--- config.mk ---
export PLATFORM = sky130hd
export DESIGN_NAME = rom_pic_reader
export DESIGN_NICKNAME = d
export VERILOG_FILES = /design/src/rtl/rom_pic_reader.sv
export SDC_FILE = /design/constraint.sdc
export NUM_CORES = 1
export LEC_CHECK = 0
export CAP_MARGIN = 20
export CORE_MARGIN = 2
export CORE_UTILIZATION = 56
export DETAILED_ROUTE_END_ITERATION = 16
export PLACE_DENSITY_LB_ADDON = 0.1
export SYNTH_ARGS = -nofsm -noshare
export SYNTH_HDL_FRONTEND = slang
export SYNTH_SLANG_ARGS = --single-unit
--- constraint.sdc ---
create_clock -name clk -period 8.7 [get_ports clk]
set_input_delay 2.175 -clock clk [delete_from_list [all_inputs] [get_ports clk]]
set_output_delay 2.175 -clock clk [all_outputs]
set_load 0.02 [all_outputs]
--- src/rtl/rom_pic_reader.sv ---
// Reads a fixed picture window out of a registered-read ROM in step with HDMI timing
// and re-times vs/hs/de so they line up with the returned pixel.
module rom_pic_reader #(
  parameter int IMG_W      = 256,
  parameter int IMG_H      = 256,
  parameter int X_START    = 0,
  parameter int Y_START    = 0,
  parameter int ADDR_WIDTH = 16,
  parameter int DATA_WIDTH = 24,
  parameter int RD_LATENCY = 1,
  parameter logic [DATA_WIDTH-1:0] BG_COLOR = '0
) (
  input  logic                  clk,
  input  logic                  rst,
  input  logic                  vs_in,
  input  logic                  hs_in,
  input  logic                  de_in,
  output logic [ADDR_WIDTH-1:0] rom_addr,
  input  logic [DATA_WIDTH-1:0] rom_data,
  output logic                  vs_out,
  output logic                  hs_out,
  output logic                  de_out,
  output logic [DATA_WIDTH-1:0] pix_data,
  output logic                  pix_in_win,
  output logic                  frame_done
);

  localparam int CNT_W = 16;
  localparam int NST   = 1 + RD_LATENCY;
  localparam int DW    = CNT_W + 2;
  localparam logic [ADDR_WIDTH-1:0] PTR_LAST = ADDR_WIDTH'(IMG_W * IMG_H - 1);

  logic                  vs_prev_q, vs_prev_d;
  logic                  de_prev_q, de_prev_d;
  logic                  frame_seen_q, frame_seen_d;
  logic [CNT_W-1:0]      hcnt_q, hcnt_d;
  logic [CNT_W-1:0]      vcnt_q, vcnt_d;
  logic [ADDR_WIDTH-1:0] ptr_q, ptr_d;
  logic [ADDR_WIDTH-1:0] rom_addr_q, rom_addr_d;
  logic [NST-1:0]        vs_pipe_q, vs_pipe_d;
  logic [NST-1:0]        hs_pipe_q, hs_pipe_d;
  logic [NST-1:0]        de_pipe_q, de_pipe_d;
  logic [NST-1:0]        win_pipe_q, win_pipe_d;
  logic [NST-1:0]        last_pipe_q, last_pipe_d;

  logic                  vs_rise;
  logic                  seen_cur;
  logic [CNT_W-1:0]      hcnt_cur, vcnt_cur;
  logic [ADDR_WIDTH-1:0] ptr_cur;
  logic [DW-1:0]         dx, dy;
  logic                  in_x, in_y, win, last;

  always_comb begin
    // A frame start overrides the counters and pointer in the same cycle it is seen.
    vs_rise  = vs_in & ~vs_prev_q;
    hcnt_cur = vs_rise ? '0 : hcnt_q;
    vcnt_cur = vs_rise ? '0 : vcnt_q;
    ptr_cur  = vs_rise ? '0 : ptr_q;
    seen_cur = frame_seen_q | vs_rise;

    // Signed offsets into the window avoid constant compares when the origin is 0.
    dx   = {2'b00, hcnt_cur} - DW'(X_START);
    dy   = {2'b00, vcnt_cur} - DW'(Y_START);
    in_x = ~dx[DW-1] && (dx < DW'(IMG_W));
    in_y = ~dy[DW-1] && (dy < DW'(IMG_H));
    win  = seen_cur & de_in & in_x & in_y;
    last = win && (ptr_cur == PTR_LAST);

    vs_prev_d    = vs_in;
    de_prev_d    = de_in;
    frame_seen_d = seen_cur;
    hcnt_d       = '0;
    vcnt_d       = vcnt_cur;
    ptr_d        = ptr_cur;
    rom_addr_d   = rom_addr_q;

    if (de_in) begin
      hcnt_d = (hcnt_cur == '1) ? hcnt_cur : hcnt_cur + 1'b1;
    end
    if (de_prev_q && !de_in && (vcnt_cur != '1)) begin
      vcnt_d = vcnt_cur + 1'b1;
    end
    if (win) begin
      rom_addr_d = ptr_cur;
      ptr_d      = last ? '0 : ptr_cur + 1'b1;
    end

    vs_pipe_d   = {vs_pipe_q[NST-2:0], vs_in};
    hs_pipe_d   = {hs_pipe_q[NST-2:0], hs_in};
    de_pipe_d   = {de_pipe_q[NST-2:0], de_in};
    win_pipe_d  = {win_pipe_q[NST-2:0], win};
    last_pipe_d = {last_pipe_q[NST-2:0], last};
  end

  always_ff @(posedge clk or posedge rst) begin
    if (rst) begin
      vs_prev_q    <= 1'b0;
      de_prev_q    <= 1'b0;
      frame_seen_q <= 1'b0;
      hcnt_q       <= '0;
      vcnt_q       <= '0;
      ptr_q        <= '0;
      rom_addr_q   <= '0;
      vs_pipe_q    <= '0;
      hs_pipe_q    <= '0;
      de_pipe_q    <= '0;
      win_pipe_q   <= '0;
      last_pipe_q  <= '0;
    end else begin
      vs_prev_q    <= vs_prev_d;
      de_prev_q    <= de_prev_d;
      frame_seen_q <= frame_seen_d;
      hcnt_q       <= hcnt_d;
      vcnt_q       <= vcnt_d;
      ptr_q        <= ptr_d;
      rom_addr_q   <= rom_addr_d;
      vs_pipe_q    <= vs_pipe_d;
      hs_pipe_q    <= hs_pipe_d;
      de_pipe_q    <= de_pipe_d;
      win_pipe_q   <= win_pipe_d;
      last_pipe_q  <= last_pipe_d;
    end
  end

  assign rom_addr   = rom_addr_q;
  assign vs_out     = vs_pipe_q[NST-1];
  assign hs_out     = hs_pipe_q[NST-1];
  assign de_out     = de_pipe_q[NST-1];
  assign pix_in_win = win_pipe_q[NST-1];
  assign frame_done = last_pipe_q[NST-1];

  // ROM data arrives in the final stage, so the mux is combinational; reset forces zero.
  assign pix_data = rst ? '0 : (win_pipe_q[NST-1] ? rom_data : BG_COLOR);

endmodule
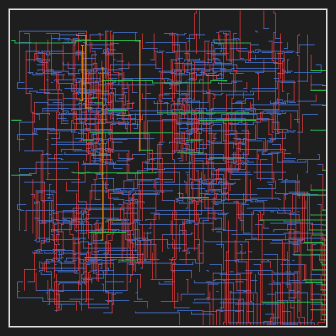
*Signal wires by layer, run 1*
| layer | colour | wire length |
|---|---|---|
| met4 | orange | 112 um |
| met2 | red | 4170 um |
| met1 | blue | 3750 um |
| met3 | green | 393 um |

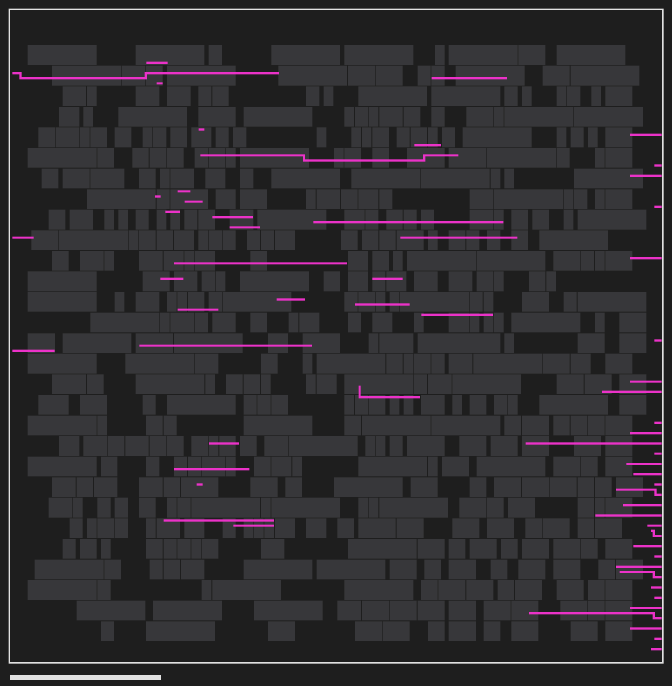
*M3 wires, run 1*
Bar = 20 um. Cells faint in the background.
share of all routed wire: 4.7%
nets with wire on the layer: 52
final wirelength: 8429 um
met3 GRT Util: 0.04095
vias post-DR: 3190

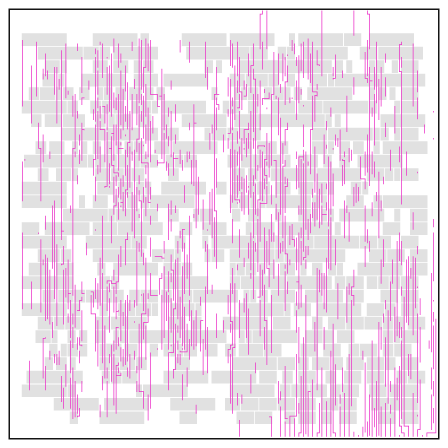
*Signal wires on met2, run 1*
Cells faint in the background.
longest straight run: 38.1 um
wire length on this layer: 4170 um
nets with wire on the layer: 416
met2 usage: 0.4109

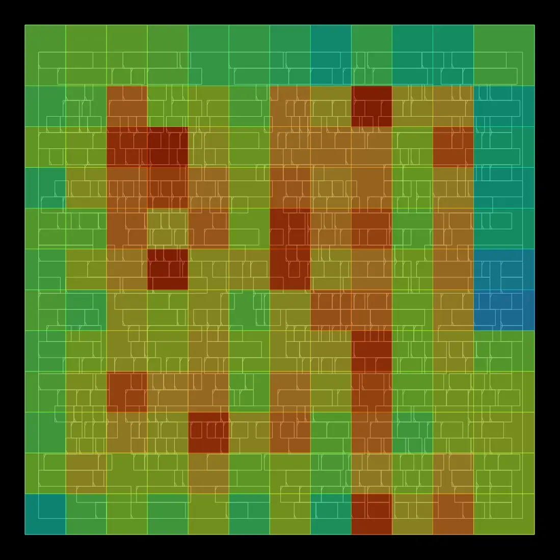
*Routing congestion map, run 1*
WL per Instance: 15.16 um
fin util: 0.7338
grt peak-use layer: met2
met1 Use GR: 0.3352
GRT Util Overall: 0.2501

## run 1: critical path, stage by stage
cell and delay [ns]:
clkdlybuf4s50_1 0.45, nor2b_1 0.80, and2_1 0.23, clkdlybuf4s50_1 0.63
## run 1: power by group through the flow
stage | Sequential, W | Clock, W | Combinational, W
3_3_place_gp | 0.000378 | 0 | 0.0000940
4_1_cts | 0.000372 | 0.000266 | 0.0000972
2_1_floorplan | 0.000383 | 0 | 0.0000482
3_5_place_dp | 0.000379 | 0 | 0.0000967
5_1_grt | 0.000374 | 0.000281 | 0.000107
6_report | 0.000372 | 0.000260 | 0.0000959
==> results.txt, run 1 <==
run results: placed insts=540, r2r setup slk=5.36 ns, Seq area share=0.3960, Clock buf/inv share=0.04039, Worst-Margin Slew=1.018 ns, # DRC=0, clk sinks=75, area of placed instances=0.004548 sq mm, and+or+nand+nor area frac=0.2966, buffering overhead=0.1589, Mapped Area=0.003784 sq mm, yosys stat cell total=409, share of cells above drive strength 1=0.04593, Area growth, synth to finish=25.26%, CTS Hold Bufs=0, Avg Inst Size Synth=9.251 sq um, fin area=0.004740 sq mm, Switch Pwr=0.0001898 W, Critical Path Source=rst, Syn Nets=441, Cells after Synth=409, CTS root buf=clkbuf_8, area fraction in mux cells=0.01091, final setup fails=0, final worst setup slack=2.222 ns, RR Startpoint=vs_pipe_q[0], leakage power=1.982 nW, CTS tree=yes, Worst setup EP type=output pin, worst skew pair latency=0.35 ns, critical path endpoint=pix_data[15], post-CTS setup buffers=0, via count of the first global-routing pass=3100, aoi share=0.1028, H-tree lvl count=3, final hold violation count=0, most numerous logic cell after layout=dfrtp_1, Critical Path Fanout Max=24, switching share of power=0.2606, Sequential Power Share=0.511, Internal Pwr Total=0.0005385 W, most frequent cell after synthesis=dfrtp_1, Largest cell class=flip-flops and latches, Layout Cells excl Fill=556, num ports=74, FP Util=0.5858, Synth Register Bits=75, Critical Path Start Type=input pin, Max Root-Sink Buffers=2, Post-Synth Adder-Cell Area=0.009921, Max Freq=154.4 MHz, Synth area leader=dfrtp_1, routed vias/inst=5.737, Post-DRT Antenna Nets=0, die x size=86.20 um, status=completed, first-pass GRT wire length=14800 um, critical path class=input pin to output pin, Synth cell types=42, TritonCTS Buffers=9, largest net degree at the start of global routing=76, Initial DRC Count=264, GRT overflow=0, DIE HEIGHT=86.20 um, core area=0.006459 sq mm
### Clock distribution, run 1

Bar = 20 um.
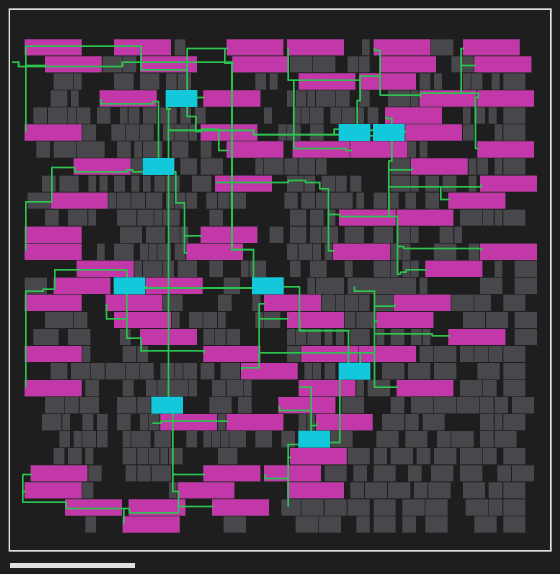

==> inputs of run 2 (changes only) <==
--- a/config.mk
+++ b/config.mk
@@ -7,7 +7,7 @@
 export LEC_CHECK = 0
 export CAP_MARGIN = 20
 export CORE_MARGIN = 2
-export CORE_UTILIZATION = 56
+export CORE_UTILIZATION = 52
 export DETAILED_ROUTE_END_ITERATION = 16
 export PLACE_DENSITY_LB_ADDON = 0.1
 export SYNTH_ARGS = -nofsm -noshare
==> constraint.sdc (replaced) <==
create_clock -name clk -period 6.7 [get_ports clk]
set_input_delay 1.675 -clock clk [delete_from_list [all_inputs] [get_ports clk]]
set_output_delay 1.675 -clock clk [all_outputs]
set_load 0.02 [all_outputs]
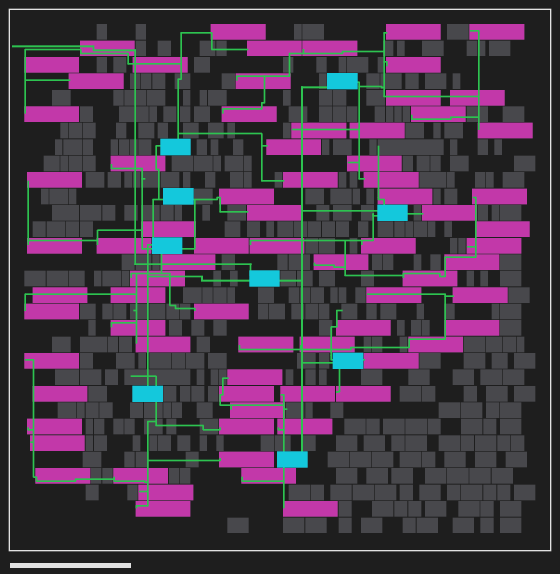
*Clock distribution, run 2*
Bar = 20 um.
[cells driving clock nets] cyan | count: 9
[flip-flops] magenta | count: 75
[clock wires] green | length: 949 um
flops lie: widely spread
Clock power frac: 0.393
Clk power: 0.000393 W
worst skew pair latency: 0.35 ns

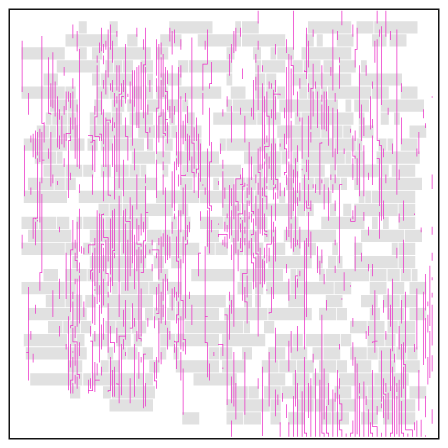
*Signal wires on met2, run 2*
Cells faint in the background.
share of all routed wire: 48%
longest straight run: 34.3 um
wire length on this layer: 4150 um
main direction: vertical
nets with wire on the layer: 422

==> run 2 against run 1 <==
- clock skew is 0.0026 ns higher
- sequential cell count stayed put
- synthesized area stayed put
- highest routed layer unchanged
==> results.txt, run 2 <==
run results: status=completed (unchanged), Clock buf/inv share=0.04677 (was 0.04039), Layout Cells excl Fill=580 (was 556), buffering overhead=0.1595 (was 0.1589), Signal buffers=78 (was 76), Cells after Synth=409 (unchanged), DIE HEIGHT=89.30 um (was 86.20 um), WL per Instance=14.99 um (was 15.16 um), Mapped Area=0.003784 sq mm (unchanged), clk sinks=75 (unchanged), Critical Path Source=rst (unchanged), most frequent cell after synthesis=dfrtp_1 (unchanged), area fraction in mux cells=0.01091 (unchanged), num ports=74 (unchanged), final setup fails=0 (unchanged), GRT Util Overall=0.2272 (was 0.2501), most numerous logic cell after layout=dfrtp_1 (unchanged), Seq area share=0.3897 (was 0.3960), Synth cell types=42 (unchanged), Worst-Margin Slew=0.9580 ns (was 1.018 ns), flip-flop and latch count=75 (unchanged), Sequential Power Share=0.482 (was 0.511), final wirelength=8695 um (was 8429 um), area of placed instances=0.004583 sq mm (was 0.004548 sq mm), Synth area leader=dfrtp_1 (unchanged), CTS root buf=clkbuf_8 (unchanged), placed insts=563 (was 540), fin util=0.6748 (was 0.7338), met1 Use GR=0.3056 (was 0.3352), yosys stat cell total=409 (unchanged), comb pwr=0.000125 W (was 0.0000959 W), leakage power=1.995 nW (was 1.982 nW), Post-DRT Antenna Nets=0 (unchanged), Syn Nets=441 (unchanged), met3 GRT Util=0.05171 (was 0.04095), Max Root-Sink Buffers=2 (unchanged), switching share of power=0.2597 (was 0.2606), post-CTS setup buffers=0 (unchanged), Largest cell class=flip-flops and latches (unchanged), critical path class=input pin to output pin (unchanged), Seq group=0.000483 W (was 0.000372 W), routed vias/inst=5.545 (was 5.737), Worst setup EP type=output pin (unchanged), first-pass GRT wire length=14020 um (was 14800 um), CTS tree=yes (unchanged), number of max-slew violations in the final report=0 (unchanged), grt peak-use layer=met2 (unchanged), met2 usage=0.3616 (was 0.4109), Max Freq=199.6 MHz, Internal Pwr Total=0.0007411 W (was 0.0005385 W), Pwr top=registers (unchanged), # DRC=0 (unchanged), Top non-seq family=simple AND/OR/NAND/NOR gates (unchanged), fin area=0.004816 sq mm (was 0.004740 sq mm), and+or+nand+nor area frac=0.2966 (unchanged), FP Util=0.5302 (was 0.5858), CTS Hold Bufs=0 (unchanged), Routability Congestion=0.7918 (was 0.8341), share of cells above drive strength 1=0.04990 (was 0.04593), Area growth, synth to finish=27.28% (was 25.26%), Critical Path Fanout Max=22 (was 24), Synth Register Bits=75 (unchanged), RR Startpoint=vs_pipe_q[0] (unchanged), top routing layer in use=met4 (unchanged), final worst setup slack=1.690 ns (was 2.222 ns), Comb/total area=0.3720 (was 0.3780), largest net degree at the start of global routing=76 (unchanged), TritonCTS Buffers=9 (unchanged), via count of the first global-routing pass=2893 (was 3100), H-tree lvl count=3 (unchanged), final hold violation count=0 (unchanged), Max-Cap Viols=0 (unchanged), Initial DRC Count=155 (was 264), Switch Pwr=0.0002600 W (was 0.0001898 W)
==> run 2: cell counts after synthesis <==
No cell type changed its count.
==> run 2: how the worst min path moves through the flow <==
stage	start	to	slack [ns]	cells past startpoint
after floorplan	hs_pipe_q[0]	hs_pipe_q[1]	0.33	0
after global placement	last_pipe_q[0]	last_pipe_q[1]	0.33	0
after detailed placement	last_pipe_q[0]	last_pipe_q[1]	0.33	0
after CTS	last_pipe_q[0]	last_pipe_q[1]	0.35	0
after global routing	last_pipe_q[0]	last_pipe_q[1]	0.36	0
final	last_pipe_q[0]	last_pipe_q[1]	0.34	0
==> run 2: critical path, cell delays in order <==
cell and delay [ns]:
clkdlybuf4s50_1 0.44, nor2b_1 0.20, buf_4 0.24, and2_1 0.15, clkdlybuf4s50_1 0.62
Power is estimated from default activity; no workload was simulated.
